===== src/rtl/serial_add_pkg.sv =====
// Shared types and constants for the nibble-serial adder controller.
package serial_add_pkg;

  localparam int unsigned NIBBLE_W = 4;

  typedef enum logic [1:0] {
    ST_IDLE = 2'd0,
    ST_ADD  = 2'd1,
    ST_DONE = 2'd2
  } state_t;

  function automatic int unsigned nibble_count(input int unsigned width);
    return width / NIBBLE_W;
  endfunction

  // Counter width that never collapses to zero bits.
  function automatic int unsigned cnt_width(input int unsigned n);
    return (n > 1) ? $clog2(n) : 1;
  endfunction

endpackage


===== src/rtl/rippleCarryAdder_4bit.sv =====
// Existing 4-bit ripple-carry adder built from a chain of full adders.
module rippleCarryAdder_4bit (
  input  logic [3:0] a,
  input  logic [3:0] b,
  input  logic       cin,
  output logic [3:0] sum,
  output logic       cout
);

  logic [4:0] carry;

  assign carry[0] = cin;

  for (genvar i = 0; i < 4; i++) begin : g_fa
    assign sum[i]     = a[i] ^ b[i] ^ carry[i];
    assign carry[i+1] = (a[i] & b[i]) | (carry[i] & (a[i] ^ b[i]));
  end

  assign cout = carry[4];

endmodule


===== src/rtl/serial_add_ctrl.sv =====
// Nibble-serial a+b+cin using one shared 4-bit adder, with valid/ready handshakes.
// Optional signed-overflow output ovf is enabled by defining SERIAL_ADD_OVF_EN.
module serial_add_ctrl
  import serial_add_pkg::*;
#(
  parameter int unsigned WIDTH = 16
) (
  input  logic             clk,
  input  logic             rst_n,
  input  logic             in_valid,
  output logic             in_ready,
  input  logic [WIDTH-1:0] a,
  input  logic [WIDTH-1:0] b,
  input  logic             cin,
  output logic             out_valid,
  input  logic             out_ready,
  output logic [WIDTH-1:0] sum,
  output logic             cout
`ifdef SERIAL_ADD_OVF_EN
  ,
  output logic             ovf
`endif
);

  localparam int unsigned NUM_NIB = nibble_count(WIDTH);
  localparam int unsigned CNT_W   = cnt_width(NUM_NIB);
  localparam logic [CNT_W-1:0] LAST_NIB = CNT_W'(NUM_NIB - 1);

  state_t               state;
  state_t               state_next;
  logic                 in_ready_d;
  logic                 out_valid_d;

  logic [WIDTH-1:0]     a_q;
  logic [WIDTH-1:0]     b_q;
  logic [WIDTH-1:0]     sum_q;
  logic [WIDTH-1:0]     sum_d;
  logic                 carry_q;
  logic                 cout_q;
  logic [CNT_W-1:0]     cnt_q;

  logic [NIBBLE_W-1:0]  nib_a;
  logic [NIBBLE_W-1:0]  nib_b;
  logic [NIBBLE_W-1:0]  nib_sum;
  logic                 nib_cout;

  logic                 accept;
  logic                 last_nib;

  assign accept   = (state == ST_IDLE) && in_valid;
  assign last_nib = (cnt_q == LAST_NIB);

  // State register.
  always_ff @(posedge clk) begin
    if (!rst_n) begin
      state <= ST_IDLE;
    end else begin
      state <= state_next;
    end
  end

  // Next-state logic.
  always_comb begin
    state_next = state;
    unique case (state)
      ST_IDLE: if (accept)    state_next = ST_ADD;
      ST_ADD:  if (last_nib)  state_next = ST_DONE;
      ST_DONE: if (out_ready) state_next = ST_IDLE;
      default:                state_next = ST_IDLE;
    endcase
  end

  // Handshake outputs for the coming state, registered below.
  always_comb begin
    in_ready_d  = 1'b0;
    out_valid_d = 1'b0;
    unique case (state_next)
      ST_IDLE: in_ready_d  = 1'b1;
      ST_DONE: out_valid_d = 1'b1;
      default: ;
    endcase
  end

  always_ff @(posedge clk) begin
    if (!rst_n) begin
      in_ready  <= 1'b1;
      out_valid <= 1'b0;
    end else begin
      in_ready  <= in_ready_d;
      out_valid <= out_valid_d;
    end
  end

  // Select the operand nibbles addressed by the counter.
  always_comb begin
    nib_a = '0;
    nib_b = '0;
    for (int unsigned i = 0; i < NUM_NIB; i++) begin
      if (cnt_q == CNT_W'(i)) begin
        nib_a = a_q[i*NIBBLE_W +: NIBBLE_W];
        nib_b = b_q[i*NIBBLE_W +: NIBBLE_W];
      end
    end
  end

  rippleCarryAdder_4bit u_adder (
    .a    (nib_a),
    .b    (nib_b),
    .cin  (carry_q),
    .sum  (nib_sum),
    .cout (nib_cout)
  );

  // Replace only the addressed nibble; the rest keeps the previous result.
  always_comb begin
    sum_d = sum_q;
    for (int unsigned i = 0; i < NUM_NIB; i++) begin
      if (cnt_q == CNT_W'(i)) begin
        sum_d[i*NIBBLE_W +: NIBBLE_W] = nib_sum;
      end
    end
  end

  // Operand latch, carry chain and result registers.
  always_ff @(posedge clk) begin
    if (!rst_n) begin
      a_q     <= '0;
      b_q     <= '0;
      sum_q   <= '0;
      carry_q <= 1'b0;
      cout_q  <= 1'b0;
      cnt_q   <= '0;
    end else if (accept) begin
      a_q     <= a;
      b_q     <= b;
      carry_q <= cin;
      cnt_q   <= '0;
    end else if (state == ST_ADD) begin
      sum_q   <= sum_d;
      carry_q <= nib_cout;
      cnt_q   <= cnt_q + CNT_W'(1);
      if (last_nib) begin
        cout_q <= nib_cout;
      end
    end
  end

  assign sum  = sum_q;
  assign cout = cout_q;

`ifdef SERIAL_ADD_OVF_EN
  logic ovf_q;

  // Same-sign operands whose result sign differs; decided on the top nibble.
  always_ff @(posedge clk) begin
    if (!rst_n) begin
      ovf_q <= 1'b0;
    end else if ((state == ST_ADD) && last_nib) begin
      ovf_q <= (a_q[WIDTH-1] == b_q[WIDTH-1]) && (nib_sum[NIBBLE_W-1] != a_q[WIDTH-1]);
    end
  end

  assign ovf = ovf_q;
`endif

endmodule


===== config.mk =====
export PLATFORM = sky130hd
export DESIGN_NAME = serial_add_ctrl
export DESIGN_NICKNAME = d
export VERILOG_FILES = /design/src/rtl/serial_add_pkg.sv /design/src/rtl/rippleCarryAdder_4bit.sv /design/src/rtl/serial_add_ctrl.sv
export SDC_FILE = /design/constraint.sdc
export NUM_CORES = 1
export LEC_CHECK = 0
export CAP_MARGIN = 20
export CORE_UTILIZATION = 55
export DETAILED_ROUTE_END_ITERATION = 10
export DONT_BUFFER_PORTS = 1
export PLACE_DENSITY = 0.73
export RECOVER_POWER = 50
export REMOVE_ABC_BUFFERS = 1
export SETUP_SLACK_MARGIN = 0.02
export SLEW_MARGIN = 0
export SYNTH_ARGS = -nofsm -noshare
export SYNTH_HDL_FRONTEND = slang
export SYNTH_HIERARCHICAL = 1
export SYNTH_SLANG_ARGS = --single-unit

===== constraint.sdc =====
create_clock -name clk -period 3.5 [get_ports clk]
set_clock_uncertainty 0.2 [all_clocks]
set_input_delay 0.525 -clock clk [delete_from_list [all_inputs] [get_ports clk]]
set_output_delay 0.525 -clock clk [all_outputs]
set_load 0.02 [all_outputs]

==> flow_summary.ini, run 1 <==
; implementation run metrics
[final_layout]
area_growth_pct = 6.712
seq-cell-share = 0.4102
buffer_area_frac = 0.03601
logic_gate_count = 211

[min_path]
min-delay-start = rst_n
holdPathEnd = carry_q$_SDFFE_PN0P_
hold_path_depth = 2

[drt]
vias_per_cell = 5.569
routed.top_layer = met4
finalWirelength_mm = 5.158
wl_met2_mm = 2.479
vias = 1949
route.detailed.drc = 0
ant_nets = 0
drt-pass1-iter-count = 4

[logic_synthesis]
ys_area_sq_um = 2572
syn_area_per_cell_sq_um = 8.546
ff_type = dfxtp_1
ys_types = 25
synth-adder-area-share = 0.05058
yosys_cells = 301
synthArstFlopShare = 0
synthCells = 301
ys_ff = 56

[clock_network]
post_cts_resized = 0
clockBufferDepth = 2

[grt]
busiest_layer = met2
grt_max_degree = 56

[worst_setup_path]
critPathTopFamily = adder cells
cp_max_fo = 4

[sta]
whs_ps = 128.1
min_period_ps = 3290
relSlewSlack = 0.6133

[power_and_ir_drop]
comb_power_share = 0.133
comb_cell_power_mw = 0.161
netSwitchingFraction = 0.2715
power_sequential_mw = 0.695

[placed_design]
dp_hpwl_mm = 3.425
gp_congestion = 0.8057

[floorplanning]
die_w_microns = 70.39
core_region_area_sq_um = 4414
die_area_sq_um = 4955

[status]
status = completed
==> run 1: layout by cell type (no fill, tap or decap), types with 2 or more instances in the layout <==
master    netlist  layout
a21boi_0       24      29
nand3b_1        4       4
mux2i_1         2       2
clkbuf_8        0       5
o31ai_1         8       7
nor2b_1        11      10
a221oi_2        0       2
a21boi_1       27      22
nand3_1        17      17
a221oi_1        8       6
ha_1            4       2
dfxtp_1        56      54
nor2_1          3       3
inv_1          12      11
fa_1            4       4
buf_4           0       9
nand2_1        91      91
==> run 1: through the flow <==
step	utilization	cells	cell area [sq um]
floorplan	-	279	2445
global placement	0.5822	339	2570
detailed placement	0.5822	339	2570
CTS	0.6029	347	2661
global route	0.6219	350	2745
finish	0.6219	350	2745
**Run 1: register map, names as in the netlist**

Other sequential cells in the stronger grey, the rest of the logic in the fainter grey.
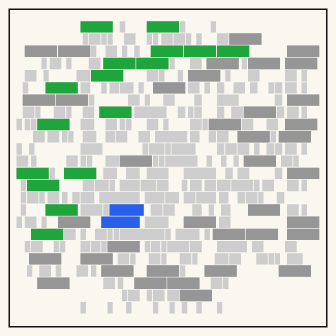
legend:
  blue:
    netlist_name: cnt_q
    sequential_cells: 2
  green:
    netlist_name: b_q
    sequential_cells: 16
not coloured: 38

**Run 1: supply network**

Scale bar: 20 microns. Pins as bars on the die edge. Tap cells in grey.
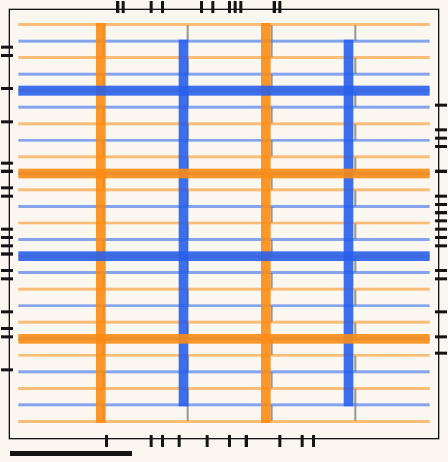
legend:
  blue:
    net: VDD
  orange:
    net: VSS
met1 rails: 25
met4 straps: 4
met5 straps: 4
rows: 24
tap cells: 52

**Run 1: zoomed window**

Window x 40 to 65, y 5 to 30 microns. Cells in grey, sequential cells in the stronger grey; small squares are vias.
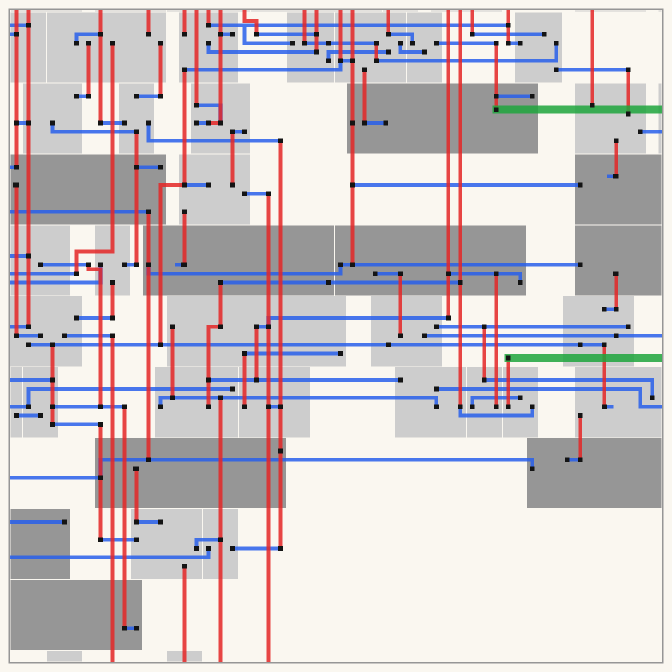
legend:
  green:
    layer: M3
  red:
    layer: M2
  blue:
    layer: M1
cells with their middle in the window: 33
sequential cells in the window: 7
netlist names of flops here include: a_q (3), state (2)
most frequent: dfxtp_1 (7), nand2_1 (6), a21boi_0 (5)

**Run 1: wiring by layer**

Only two layers are drawn.
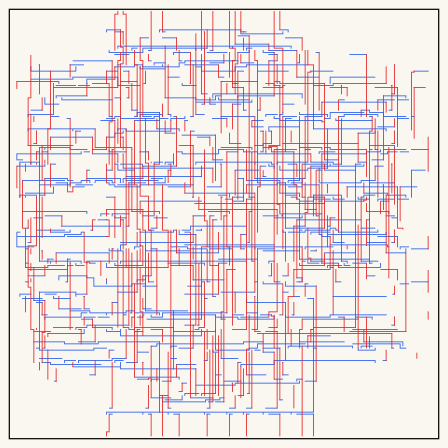
legend:
  red:
    layer: M2
    wire_length: 2480 microns
  blue:
    layer: M1
    wire_length: 2330 microns

==> inputs of run 2 (changes only) <==
- HOLD_SLACK_MARGIN: unset -> 0.1
- REMOVE_ABC_BUFFERS: 1 -> unset
- SKIP_CTS_REPAIR_TIMING: unset -> 1
**Run 2: register map, names as in the netlist**

Other sequential cells in the stronger grey, the rest of the logic in the fainter grey.
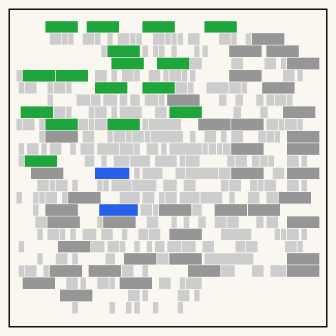
legend:
  blue:
    netlist_name: cnt_q
    sequential_cells: 2
  green:
    netlist_name: b_q
    sequential_cells: 16

**Run 2: zoomed window**

Window x 40 to 65, y 5 to 30 microns. Cells in grey, sequential cells in the stronger grey; small squares are vias.
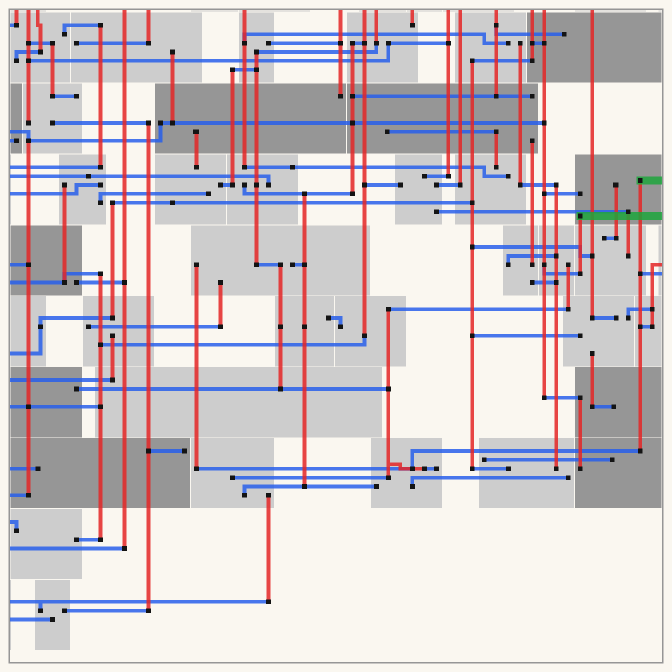
legend:
  green:
    layer: M3
  red:
    layer: M2
  blue:
    layer: M1
most frequent: a21boi_0 (5), nand2_1 (4), dfxtp_1 (4)
sequential cells in the window: 4
cells with their middle in the window: 30

==> run 2 against run 1 <==
  * Power increased by 3.5%
  * First-iteration DRC count rose by 54%
  * Via count is 0.46% lower
  * Register-to-register slack worse by 30 ps
  * Utilization is 0.85 points lower
  * Critical endpoint unchanged
  * Largest cell class unchanged
==> flow_summary.ini, run 2 <==
; implementation run metrics
[status]
status = completed

[drt]
ant_nets = 0
vias_per_cell = 5.559

[final_layout]
final_cell_area_sq_um = 2708
fin_cells = 349
final_util = 0.6134
logic_gate_count = 211
most-common-layout-cells = 91 x nand2_1, 54 x dfxtp_1, 34 x a21boi_0

[sta]
relSlewSlack = 0.3612
whs_ps = 145.3

[min_path]
min-delay-start = b[9]

[power_and_ir_drop]
netSwitchingFraction = 0.2473
power_sequential_mw = 0.695

[placed_design]
dp_hpwl_mm = 3.555
post-place-cells = 341
placed_area_sq_um = 2605

[logic_synthesis]
synthCells = 301
ff_type = dfxtp_1
synthArstFlopShare = 0
syn_area_per_cell_sq_um = 8.546
yosys_cells = 301
ys_area_sq_um = 2572

[worst_setup_path]
cp_max_fo = 4
critPathTopFamily = adder cells
**Run 2: routing congestion**

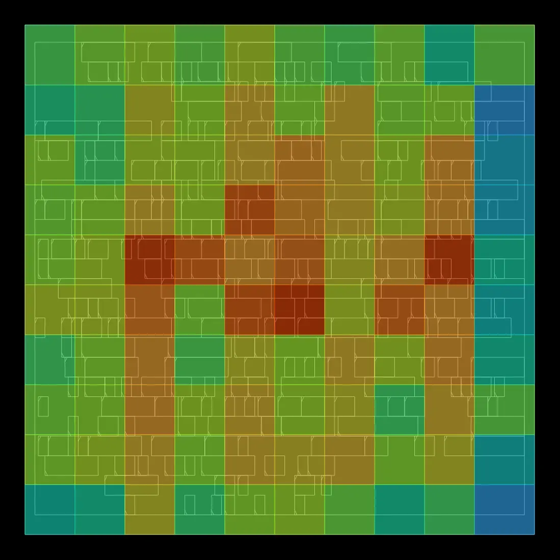
GR Util met3: 0.05051
Routed WL per cell: 14.26 microns
GRT Util Overall: 0.2161

run 2: cell counts after synthesis:
No cell type changed its count.
run 2: worst max path at each step:
stage | slack (ps) | cells past startpoint | endpoint
6_report | 180 | 15 | sum[3]$_SDFFE_PN0P_
3_5_place_dp | 80 | 15 | sum[15]$_SDFFE_PN0P_
5_1_grt | 40 | 15 | sum[7]$_SDFFE_PN0P_
3_3_place_gp | 230 | 15 | sum[15]$_SDFFE_PN0P_
2_1_floorplan | 140 | 16 | sum[7]$_SDFFE_PN0P_
4_1_cts | 50 | 15 | sum[11]$_SDFFE_PN0P_
run 2: layer usage:
layer  global-route usage  part of all wire  vias to the layer above
met1               0.2947              0.47                      888
met2               0.3439              0.47                       60
met5                    0                 0                        -
met3              0.05051             0.053                        4
met4              0.05333            0.0076                        0
li1                     -                 -                      988
No activity file was given, so power comes from the tool's default toggle rates.
